==> config.mk <==
export PLATFORM = sky130hd
export DESIGN_NAME = instr_fetch_unit
export DESIGN_NICKNAME = d
export VERILOG_FILES = /design/src/rtl/instr_fetch_unit.sv
export SDC_FILE = /design/constraint.sdc
export NUM_CORES = 1
export LEC_CHECK = 0
export CAP_MARGIN = 25
export CORE_MARGIN = 3
export CORE_UTILIZATION = 45
export CTS_CLUSTER_SIZE = 30
export DETAILED_ROUTE_END_ITERATION = 10
export PLACE_DENSITY = 0.9
export SLEW_MARGIN = 10
export SYNTH_ARGS = -nofsm -noshare
export SYNTH_HDL_FRONTEND = slang
export SYNTH_SLANG_ARGS = --single-unit
==> constraint.sdc <==
create_clock -name clk -period 2.4 [get_ports clk]
set_input_delay 0.6 -clock clk [delete_from_list [all_inputs] [get_ports clk]]
set_output_delay 0.6 -clock clk [all_outputs]
set_load 0.02 [all_outputs]
### The metal 1 layer, run 1

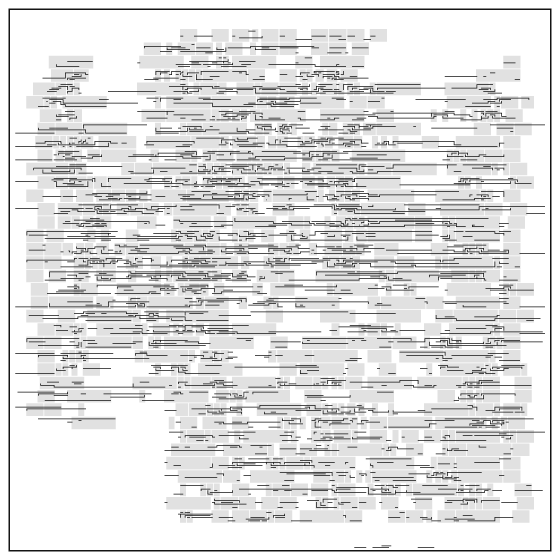
- share of all routed wire: 40%
- main direction: horizontal
- longest straight run: 27.1 µm
- wire length on this layer: 5910 µm
- nets with wire on the layer: 698
DR vias: 4848
total detailed-routing wirelength: 15.0 mm
met1 Track Usage GR: 32.4%

### Metal 2, run 1

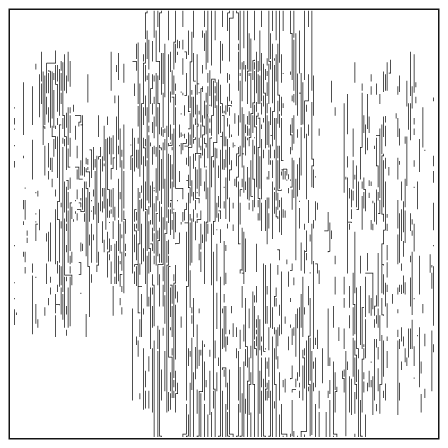
- main direction: vertical
- nets with wire on the layer: 701
- longest straight run: 40.8 µm
met2 Use GR: 43.3%

### Signal wires on met4, run 1

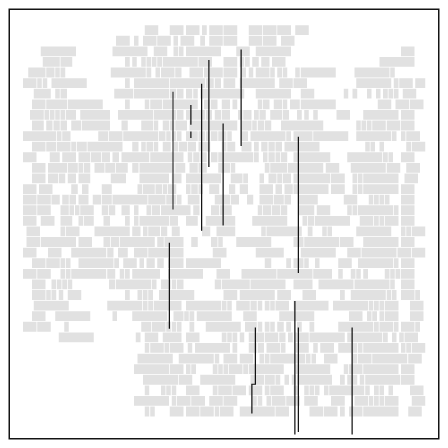
- longest straight run: 37.4 µm
- wire length on this layer: 318 µm
- nets with wire on the layer: 10
- share of all routed wire: 2.1%
- main direction: vertical

==> impl_metrics.env, run 1 <==
# yosys + openroad results
export IMPL_fin_setup_tns_ps=0
export IMPL_placed_area_um2=6840
export IMPL_wl_met2_mm=7.43
export IMPL_die_h_um=110
export IMPL_slew_viol_final=0
export IMPL_wl_met1_mm=5.91
export IMPL_drcViolationCount=0
export IMPL_slew_limit_headroom_pct=69.5
export IMPL_critical_path_top_delay_family="buffers and inverters"
export IMPL_ys_types=49
export IMPL_ys_chip_area_um2=4860
export IMPL_place_congestion=0.913
export IMPL_yosys_most_used_dff="dfrtp_1"
export IMPL_dieArea_um2=12100
export IMPL_area_growth_pct=45.5
export IMPL_p_per_area_nw_per_um2=1250
export IMPL_timing_fmax_mhz=438
export IMPL_maxCapViolations=0
export IMPL_top_cells_by_area="dfrtp_1 (52%), nand2_1 (17%), a21oi_1 (2.7%)"
export IMPL_cp_arrival_ps=1690
export IMPL_path_clk_slew_ps=110
export IMPL_top_area_share_pct=51.5
export IMPL_finClkSkew_ps=9.30
export IMPL_use_met3_pct=4.99
export IMPL_avgViaCountPerCell=5.54
export IMPL_wire_per_inst_um=17.1
export IMPL_drive_gt1_share_pct=8.39
export IMPL_synthCells=560
export IMPL_status="completed"
export IMPL_post_route_period_util_pct=95.2
export IMPL_setup_ws_ps=115
export IMPL_final_common_cell="nand2_1"
export IMPL_synth_area_um2=4860
export IMPL_fin_cells=875
export IMPL_syn_nets=634
## run 1: report_power, final
part           switching (µW)  internal, µW
registers                 719          2450
logic                    2470          2040
clock network             662           509
total                    3850          4990
## run 1: worst register-to-register path, cell delays in order (launching register included)
cell     delay [ps]
dfstp_2         620
ha_1            240
nand3_2         170
or2_4           340
nor4_2          350
mux2i_1         250
nand3_1          90
## run 1: layout make-up
class	count	share of cell area (%)
clock buffers	9	1.75
clock inverters	7	1.31
inverters	7	0.372
multi-input cells	420	30.6
flip-flops and latches	102	36.1
well taps	136	2.41
repair buffers	194	27.5
## run 1: timing repair
action / 4_1_cts / 5_1_grt
pin swaps: 0 / 0
gates resized: 2 / 1
buffers inserted: 0 / 0
endpoints found under the setup margin: 1 / 1
### Placement density heat map, run 1

The bar under the picture is 20 µm long. 11 x 11 tiles, from dark blue (low) to red (high), 0 to 100% covered.
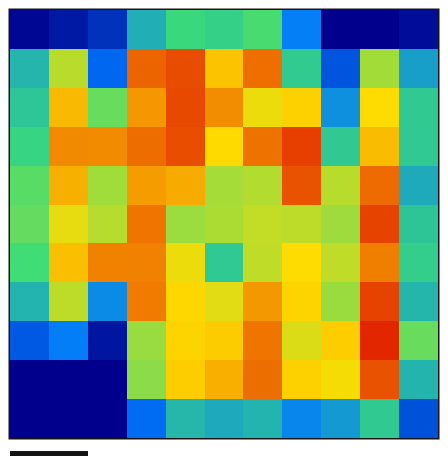

==> run 2: changes to the inputs <==
--- a/config.mk
+++ b/config.mk
@@ -5,6 +5,7 @@
 export SDC_FILE = /design/constraint.sdc
 export NUM_CORES = 1
 export LEC_CHECK = 0
+export ABC_AREA = 0
 export CAP_MARGIN = 25
 export CORE_MARGIN = 3
 export CORE_UTILIZATION = 45
==> constraint.sdc (replaced) <==
create_clock -name clk -period 2.4 [get_ports clk]
set_input_delay 0.6 -clock clk [delete_from_list [all_inputs] [get_ports clk]]
set_output_delay 0.6 -clock clk [all_outputs]
set_load 0.05 [all_outputs]
### Placement density heat map, run 2

The bar under the picture is 20 µm long. 11 x 11 tiles, from dark blue (low) to red (high), 0 to 100% covered.
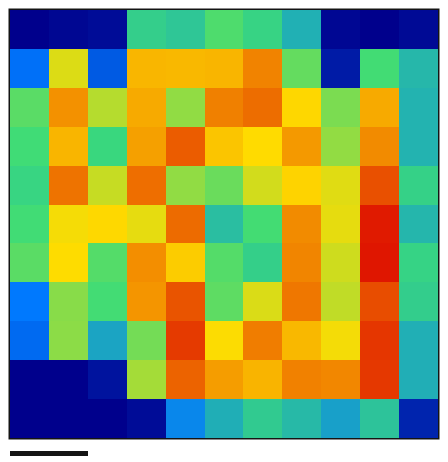
- fullest tile: 98%
- nearly empty tiles: 7.4%
- tiles over 75% full: 36%
- emptiest ninth of the die: bottom left
- mean over tiles: 57%
Util after Layout: 67.9%
Core ar.: 10400 µm²

==> impl_metrics.env, run 2 <==
# yosys + openroad results
export IMPL_status="completed"
export IMPL_ys_types=49
export IMPL_n_all_inverters=7
export IMPL_fin_cells=875
export IMPL_share_seq_of_total_power_pct=29.7
export IMPL_vias=4822
export IMPL_ir_worst_vdd_mv=0.884
export IMPL_place_congestion=0.875
export IMPL_finClkSkew_ps=17.8
export IMPL_top_cells_by_count="nand2_1 (226), dfrtp_1 (100), a21oi_1 (26), nor2_1 (26), o21ai_0 (21)"
export IMPL_drive_gt1_share_pct=8.25
export IMPL_top_area_cell_class="flip-flops and latches"
export IMPL_n_antenna_cell=0
export IMPL_setup_worst_path_start_class="flop"
export IMPL_fillerInstances=790
export IMPL_overflow=0
export IMPL_mostFrequentLayoutCells="nand2_1 (226), clkdlybuf4s50_1 (165), dfrtp_1 (100)"
export IMPL_syn_nets=634
export IMPL_grt_max_degree=103
export IMPL_synthCells=560
export IMPL_synth_seq_cells=102
export IMPL_grtUsageMet2_pct=43.5
export IMPL_cp_arrival_ps=1760
export IMPL_cts_num_sinks=102
export IMPL_timing_fmax_mhz=424
export IMPL_yosysWarnings=0
export IMPL_post_cts_buffers=0
export IMPL_cts_resized=0
export IMPL_period_needed_ps=2360
export IMPL_taps=136
export IMPL_slew_limit_headroom_pct=59.9
export IMPL_area_growth_pct=45.6
export IMPL_fin_setup_tns_ps=0
export IMPL_maxCapViolations=0
export IMPL_rsz0062_at_grt="false"
export IMPL_placed_area_um2=6860
export IMPL_p_clk_share_pct=10.7
export IMPL_p_switching_uw=5500
export IMPL_dieWidth_um=110
export IMPL_n_clock_buffer=11
export IMPL_buffers=194
export IMPL_synth_area_um2=4860
export IMPL_ys_async_sr_fraction_pct=100
export IMPL_yosys_cells=560
export IMPL_setup_viol=0
export IMPL_intPower_uw=5050
export IMPL_dieArea_um2=12100
export IMPL_drcViolationCount=0
export IMPL_slew_viol_final=0
export IMPL_use_met1_pct=31.7
export IMPL_critical_path_top_delay_family="buffers and inverters"
export IMPL_fp_util_pct=46.6
export IMPL_die_h_um=110
export IMPL_wire_per_inst_um=17.0
export IMPL_top_area_share_pct=51.5
export IMPL_top_cells_by_area="dfrtp_1 (52%), nand2_1 (17%), a21oi_1 (2.7%)"
export IMPL_clkCellAreaFrac_pct=2.90
export IMPL_insertion_delay_ps=370
export IMPL_swShare_pct=52.1
export IMPL_post_route_period_util_pct=98.2
export IMPL_buf_share_pct=27.8
export IMPL_p_per_area_nw_per_um2=1490
export IMPL_sh_seq_area_pct=36.1
export IMPL_avgViaCountPerCell=5.51
export IMPL_use_met3_pct=4.93
export IMPL_cts_htree_levels=3
export IMPL_path_clk_slew_ps=110
export IMPL_comb_cells=420
export IMPL_grt_pass1_vias=4763
export IMPL_setup_ws_ps=44.0
export IMPL_drt_total_wl_mm=14.9
export IMPL_yosys_most_used_dff="dfrtp_1"
export IMPL_comb_area_share_pct=30.4
export IMPL_warnings=32
export IMPL_critPathSlowestCell="clkdlybuf4s50_1"
export IMPL_path_max_fanout=9
export IMPL_pwr_share_comb_pct=59.6
export IMPL_ys_chip_area_um2=4860
export IMPL_final_common_cell="nand2_1"
export IMPL_worst_ep_required_time_ps=1800
export IMPL_seq_cells=102
-- run 2: cell types whose count changed in the layout (fill, tap and decap cells not counted), sizes merged --
cell,previous run,this run
clkdlybuf4s50,168,165
buf,25,27
clkbuf,9,11
dlymetal6s2s,0,2
clkinvlp,2,1
dlygate4sd2,1,0
inv,10,9
-- run 2: power by group through the flow --
stage          Sequential (µW)  Combinational (µW)  Clock (µW)
3_5_place_dp              3150                6290           0
4_1_cts                   3120                6300        1130
5_1_grt                   3240                6650        1220
3_3_place_gp              3090                6120           0
6_report                  3130                6280        1130
2_1_floorplan             5470                1570           0
-- run 2: metal layers --
| layer | share of wire, % | vias up |
|---|---|---|
| met2 | 50 | 236 |
| met5 | 0 | - |
| met3 | 8.3 | 29 |
| met4 | 1.6 | 0 |
| li1 | - | 2238 |
| met1 | 40 | 2319 |
Power figures rest on the tool's default switching activity, not on a simulated workload.
